File: config.mk
export PLATFORM = sky130hd
export DESIGN_NAME = pulse_syn_tx_flat
export DESIGN_NICKNAME = d
export VERILOG_FILES = /design/src/rtl/pulse_syn_tx_if.sv /design/src/rtl/pulse_syn_tx.sv /design/src/flat_wrapper.sv
export SDC_FILE = /design/constraint.sdc
export NUM_CORES = 1
export LEC_CHECK = 0
export CAP_MARGIN = 20
export CORE_AREA = 2 2 39 41
export CTS_BUF_LIST = sky130_fd_sc_hd__clkbuf_2 sky130_fd_sc_hd__clkbuf_4 sky130_fd_sc_hd__clkbuf_8
export CTS_CLUSTER_DIAMETER = 120
export DETAILED_ROUTE_END_ITERATION = 6
export DIE_AREA = 0 0 41 43
export GPL_ROUTABILITY_DRIVEN = 0
export PLACE_DENSITY_LB_ADDON = 0.2
export SLEW_MARGIN = 20
export SYNTH_ARGS = -nofsm -noshare
export SYNTH_HDL_FRONTEND = slang
export SYNTH_SLANG_ARGS = --single-unit
export TNS_END_PERCENT = 5
File: constraint.sdc
create_clock -name wr_clk -period 2.61 [get_ports wr_clk]
set_input_delay 0.522 -clock wr_clk [delete_from_list [all_inputs] [get_ports wr_clk]]
set_output_delay 0.522 -clock wr_clk [all_outputs]
set_load 0.03 [all_outputs]
File: src/rtl/pulse_syn_tx_if.sv
// rtl/pulse_syn_tx_if.sv - bus bundle for the source end of the toggle/ack pulse synchronizer
// Signals:
//   wr_pulse     source -> tx   event request, one event per high cycle
//   wr_clear_ovf source -> tx   clears the sticky overflow flag
//   rd_ack_tgl   dest   -> tx   acknowledge toggle, asynchronous to wr_clk
//   wr_req_tgl   tx     -> dest request toggle, registered
//   wr_busy      tx     -> src  a launched event awaits acknowledge
//   wr_sent      tx     -> src  one-cycle pulse on transfer completion
//   wr_pending   tx     -> src  events accepted but not yet launched
//   wr_overflow  tx     -> src  sticky, an event was dropped
// Modports: master = event source / destination side, slave = pulse_syn_tx.
interface pulse_syn_tx_if #(
  parameter int CNT_W = 4
);
  logic             wr_pulse;
  logic             wr_clear_ovf;
  logic             rd_ack_tgl;
  logic             wr_req_tgl;
  logic             wr_busy;
  logic             wr_sent;
  logic [CNT_W-1:0] wr_pending;
  logic             wr_overflow;

  modport master (
    output wr_pulse,
    output wr_clear_ovf,
    output rd_ack_tgl,
    input  wr_req_tgl,
    input  wr_busy,
    input  wr_sent,
    input  wr_pending,
    input  wr_overflow
  );

  modport slave (
    input  wr_pulse,
    input  wr_clear_ovf,
    input  rd_ack_tgl,
    output wr_req_tgl,
    output wr_busy,
    output wr_sent,
    output wr_pending,
    output wr_overflow
  );
endinterface

File: src/rtl/pulse_syn_tx.sv
// rtl/pulse_syn_tx.sv - source-domain end of the toggle/ack pulse synchronizer
// Ports:
//   wr_clk    source-domain clock
//   wr_reset  synchronous active-high reset
//   bus       pulse_syn_tx_if.slave (wr_pulse, wr_clear_ovf, rd_ack_tgl in;
//             wr_req_tgl, wr_busy, wr_sent, wr_pending, wr_overflow out)
// Each event pulse becomes one inversion of wr_req_tgl; the next event is only
// launched once the destination's ack toggle, double-synchronized, matches the
// request. Events arriving meanwhile queue in a saturating pending counter.
module pulse_syn_tx #(
  parameter int SYNC_STAGES = 2,
  parameter int CNT_W       = 4
) (
  input logic           wr_clk,
  input logic           wr_reset,
  pulse_syn_tx_if.slave bus
);
  typedef enum logic {
    IDLE     = 1'b0,
    WAIT_ACK = 1'b1
  } state_t;

  localparam logic [CNT_W-1:0] CNT_MAX = '1;

  state_t                 state_q, state_d;
  logic [SYNC_STAGES-1:0] ack_sync;
  logic                   ack_s;
  logic                   req_q, req_d;
  logic                   sent_q, sent_d;
  logic                   ovf_q, ovf_d;
  logic [CNT_W-1:0]       pend_q, pend_d;
  logic                   backlog_nz;
  logic                   launch;
  logic                   launch_bl;
  logic                   done;
  logic                   to_backlog;
  logic                   drop;

  // rd_ack_tgl is only ever sampled by the first flop of this chain.
  always_ff @(posedge wr_clk) begin
    if (wr_reset) begin
      ack_sync <= '0;
    end else begin
      ack_sync <= {ack_sync[SYNC_STAGES-2:0], bus.rd_ack_tgl};
    end
  end

  assign ack_s      = ack_sync[SYNC_STAGES-1];
  assign backlog_nz = |pend_q;

  // State register plus the registered datapath it steers.
  always_ff @(posedge wr_clk) begin
    if (wr_reset) begin
      state_q <= IDLE;
      req_q   <= 1'b0;
      sent_q  <= 1'b0;
      ovf_q   <= 1'b0;
      pend_q  <= '0;
    end else begin
      state_q <= state_d;
      req_q   <= req_d;
      sent_q  <= sent_d;
      ovf_q   <= ovf_d;
      pend_q  <= pend_d;
    end
  end

  // Next-state logic. An ack change seen in IDLE is a protocol error and is ignored.
  always_comb begin
    state_d = state_q;
    unique case (state_q)
      IDLE:     if (backlog_nz || bus.wr_pulse) state_d = WAIT_ACK;
      WAIT_ACK: if (ack_s == req_q)             state_d = IDLE;
    endcase
  end

  // Output / datapath logic.
  always_comb begin
    launch     = (state_q == IDLE) && (backlog_nz || bus.wr_pulse);
    done       = (state_q == WAIT_ACK) && (ack_s == req_q);
    // With a backlog, the oldest queued event goes out and any same-edge pulse
    // joins the queue; with no backlog, the pulse itself is launched.
    launch_bl  = launch && backlog_nz;
    to_backlog = bus.wr_pulse && !(launch && !backlog_nz);
    // A pulse offset by a backlog launch never overflows, even when full.
    drop       = to_backlog && !launch_bl && (pend_q == CNT_MAX);

    req_d  = req_q ^ launch;
    sent_d = done;

    pend_d = pend_q;
    if (to_backlog && !launch_bl && !drop) begin
      pend_d = pend_q + 1'b1;
    end else if (launch_bl && !to_backlog) begin
      pend_d = pend_q - 1'b1;
    end

    // A drop on the same edge as a clear keeps the flag set.
    ovf_d = drop | (ovf_q & ~bus.wr_clear_ovf);
  end

  assign bus.wr_req_tgl  = req_q;
  assign bus.wr_busy     = (state_q == WAIT_ACK);
  assign bus.wr_sent     = sent_q;
  assign bus.wr_pending  = pend_q;
  assign bus.wr_overflow = ovf_q;
endmodule

File: src/flat_wrapper.sv
// flat-port wrapper written by rule: the top's interface ports become plain ports
module pulse_syn_tx_flat 
#(
  parameter int SYNC_STAGES = 2,
  parameter int CNT_W       = 4
)
  (wr_clk, wr_reset, bus_wr_pulse, bus_wr_clear_ovf, bus_rd_ack_tgl, bus_wr_req_tgl, bus_wr_busy, bus_wr_sent, bus_wr_pending, bus_wr_overflow);
  pulse_syn_tx_if #(.CNT_W(CNT_W)) bus_i ();
  input logic wr_clk;
  input logic wr_reset;
  input wire logic [$bits(bus_i.wr_pulse)-1:0] bus_wr_pulse;
  input wire logic [$bits(bus_i.wr_clear_ovf)-1:0] bus_wr_clear_ovf;
  input wire logic [$bits(bus_i.rd_ack_tgl)-1:0] bus_rd_ack_tgl;
  output wire logic [$bits(bus_i.wr_req_tgl)-1:0] bus_wr_req_tgl;
  output wire logic [$bits(bus_i.wr_busy)-1:0] bus_wr_busy;
  output wire logic [$bits(bus_i.wr_sent)-1:0] bus_wr_sent;
  output wire logic [$bits(bus_i.wr_pending)-1:0] bus_wr_pending;
  output wire logic [$bits(bus_i.wr_overflow)-1:0] bus_wr_overflow;
  assign bus_i.wr_pulse = bus_wr_pulse;
  assign bus_i.wr_clear_ovf = bus_wr_clear_ovf;
  assign bus_i.rd_ack_tgl = bus_rd_ack_tgl;
  assign bus_wr_req_tgl = bus_i.wr_req_tgl;
  assign bus_wr_busy = bus_i.wr_busy;
  assign bus_wr_sent = bus_i.wr_sent;
  assign bus_wr_pending = bus_i.wr_pending;
  assign bus_wr_overflow = bus_i.wr_overflow;
  pulse_syn_tx #(.SYNC_STAGES(SYNC_STAGES), .CNT_W(CNT_W)) u_core (.wr_clk(wr_clk), .wr_reset(wr_reset), .bus(bus_i));
endmodule
==> impl_metrics.json <==
{
  "status": "finished clean",
  "min_period_ps": 2326,
  "warning_count": 26,
  "drc_errors": 0,
  "synth-main-ff-cell": "dfxtp_1",
  "design.seq.count": 10,
  "timing.critical_path.from": "bus_wr_pulse",
  "cp_slowest_stage_delay_ps": 470,
  "min_period_over_period_pct": 89.12,
  "path_cells": "clkdlybuf4s50_1, and2_1, nand2_1, buf_4, ha_1, a21oi_1, mux2i_1, mux2_1",
  "final_nets": 73,
  "ys_seq_share_pct": 41.99,
  "synth.avg_cell_area_um2": 10.14,
  "drtPass1Iterations": 2,
  "total_power_w": 0.0007129,
  "wl_met1_um": 391,
  "initialDrtViolationCount": 9,
  "finalSetupTns_ps": 0,
  "final_common_cell": "clkdlybuf4s50_1",
  "hold_path.class": "reg -> reg",
  "cts.clk_slew.worst_paths_ps": 60,
  "core_um2": 1384,
  "rsz0062_at_grt": "false",
  "slew_viol_final": 0,
  "yosys.area_share.simple_pct": 20.21,
  "num-multi-input-gates": 35,
  "holdPathEnd": "u_core.ack_sync[1]$_SDFF_PP0_",
  "cts_max_level": 1,
  "wl_met3_um": 63,
  "grtUsageMet3_pct": 9.424,
  "comb_area_um2": 269.0,
  "critPathTopFamily": "buffers and inverters",
  "n_fill_cell": 130,
  "worstPathBufferInverterCount": 2,
  "startpoint_type": "input port",
  "aoi_share_pct": 10.76,
  "combinationalPower_w": 0.000344,
  "powerSeq_w": 0.000228,
  "fp_util_pct": 34.45,
  "hold_depth": 1,
  "ioPinCount": 13,
  "yosys.cell_count.top_type": "dfxtp_1",
  "gr-max-usage-layer": "met1",
  "p_leak_nw": 0.3044,
  "synth.largest_area_cell": "dfxtp_1",
  "numClockSinks": 10,
  "tightest_slew_ps": 403.0,
  "synth_flops": 10,
  "max_freq_ghz": 0.4299,
  "post_cts_buffers": 0,
  "grt_max_degree": 12,
  "placed_cells": 76,
  "hold_viol_final": 0,
  "cp_slowest_cell": "clkdlybuf4s50_1",
  "dpl-instance-area_um2": 628.1,
  "crit_end": "u_core.bus.wr_pending[3]$_SDFFE_PP0P_",
  "worst_slack_ps": 283.9,
  "cp-end-kind": "register",
  "grt_use_met1_pct": 15.41,
  "holdCritStartpoint": "u_core.ack_sync[0]$_SDFF_PP0_",
  "diodes": 0,
  "reg2reg_to": "u_core.bus.wr_pending[3]$_SDFFE_PP0P_",
  "synth_cell_types": 20,
  "clk_share_pct": 5.461
}
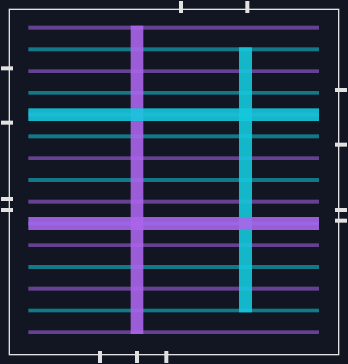
floorplan.png
Scale: 8 px per um. Pins as bars on the die edge.
Purple is VSS. Cyan is VDD.
13 signal pins sit on the boundary. 2 straps on met5. The core has 14 rows. 15 met1 rails follow the rows.

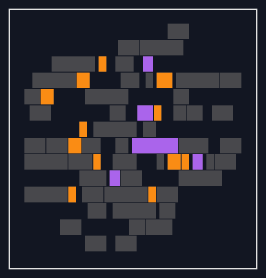
gates.png
Scale: 6 px per um.
Purple is aoi and oai cells, cells 5, where middle. Orange is nor cells, cells 12.

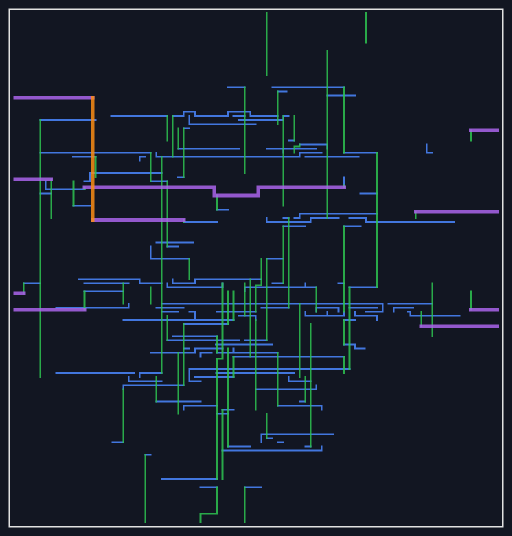
layers.png
Scale: 12 px per um.
Orange is M4, wire length 10.2 um. Purple is M3, wire length 63.9 um. Blue is M1, wire length 391 um. Green is M2, wire length 297 um.

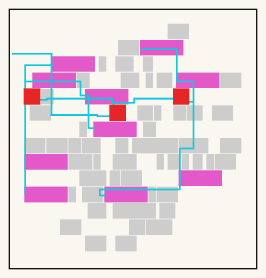
clock_wires.png
Scale: 6 px per um.
Cyan is clock wires, length 155 um. Magenta is flip-flops, count 10. Red is clock-net drivers, count 3.
There are 4 routed clock nets.

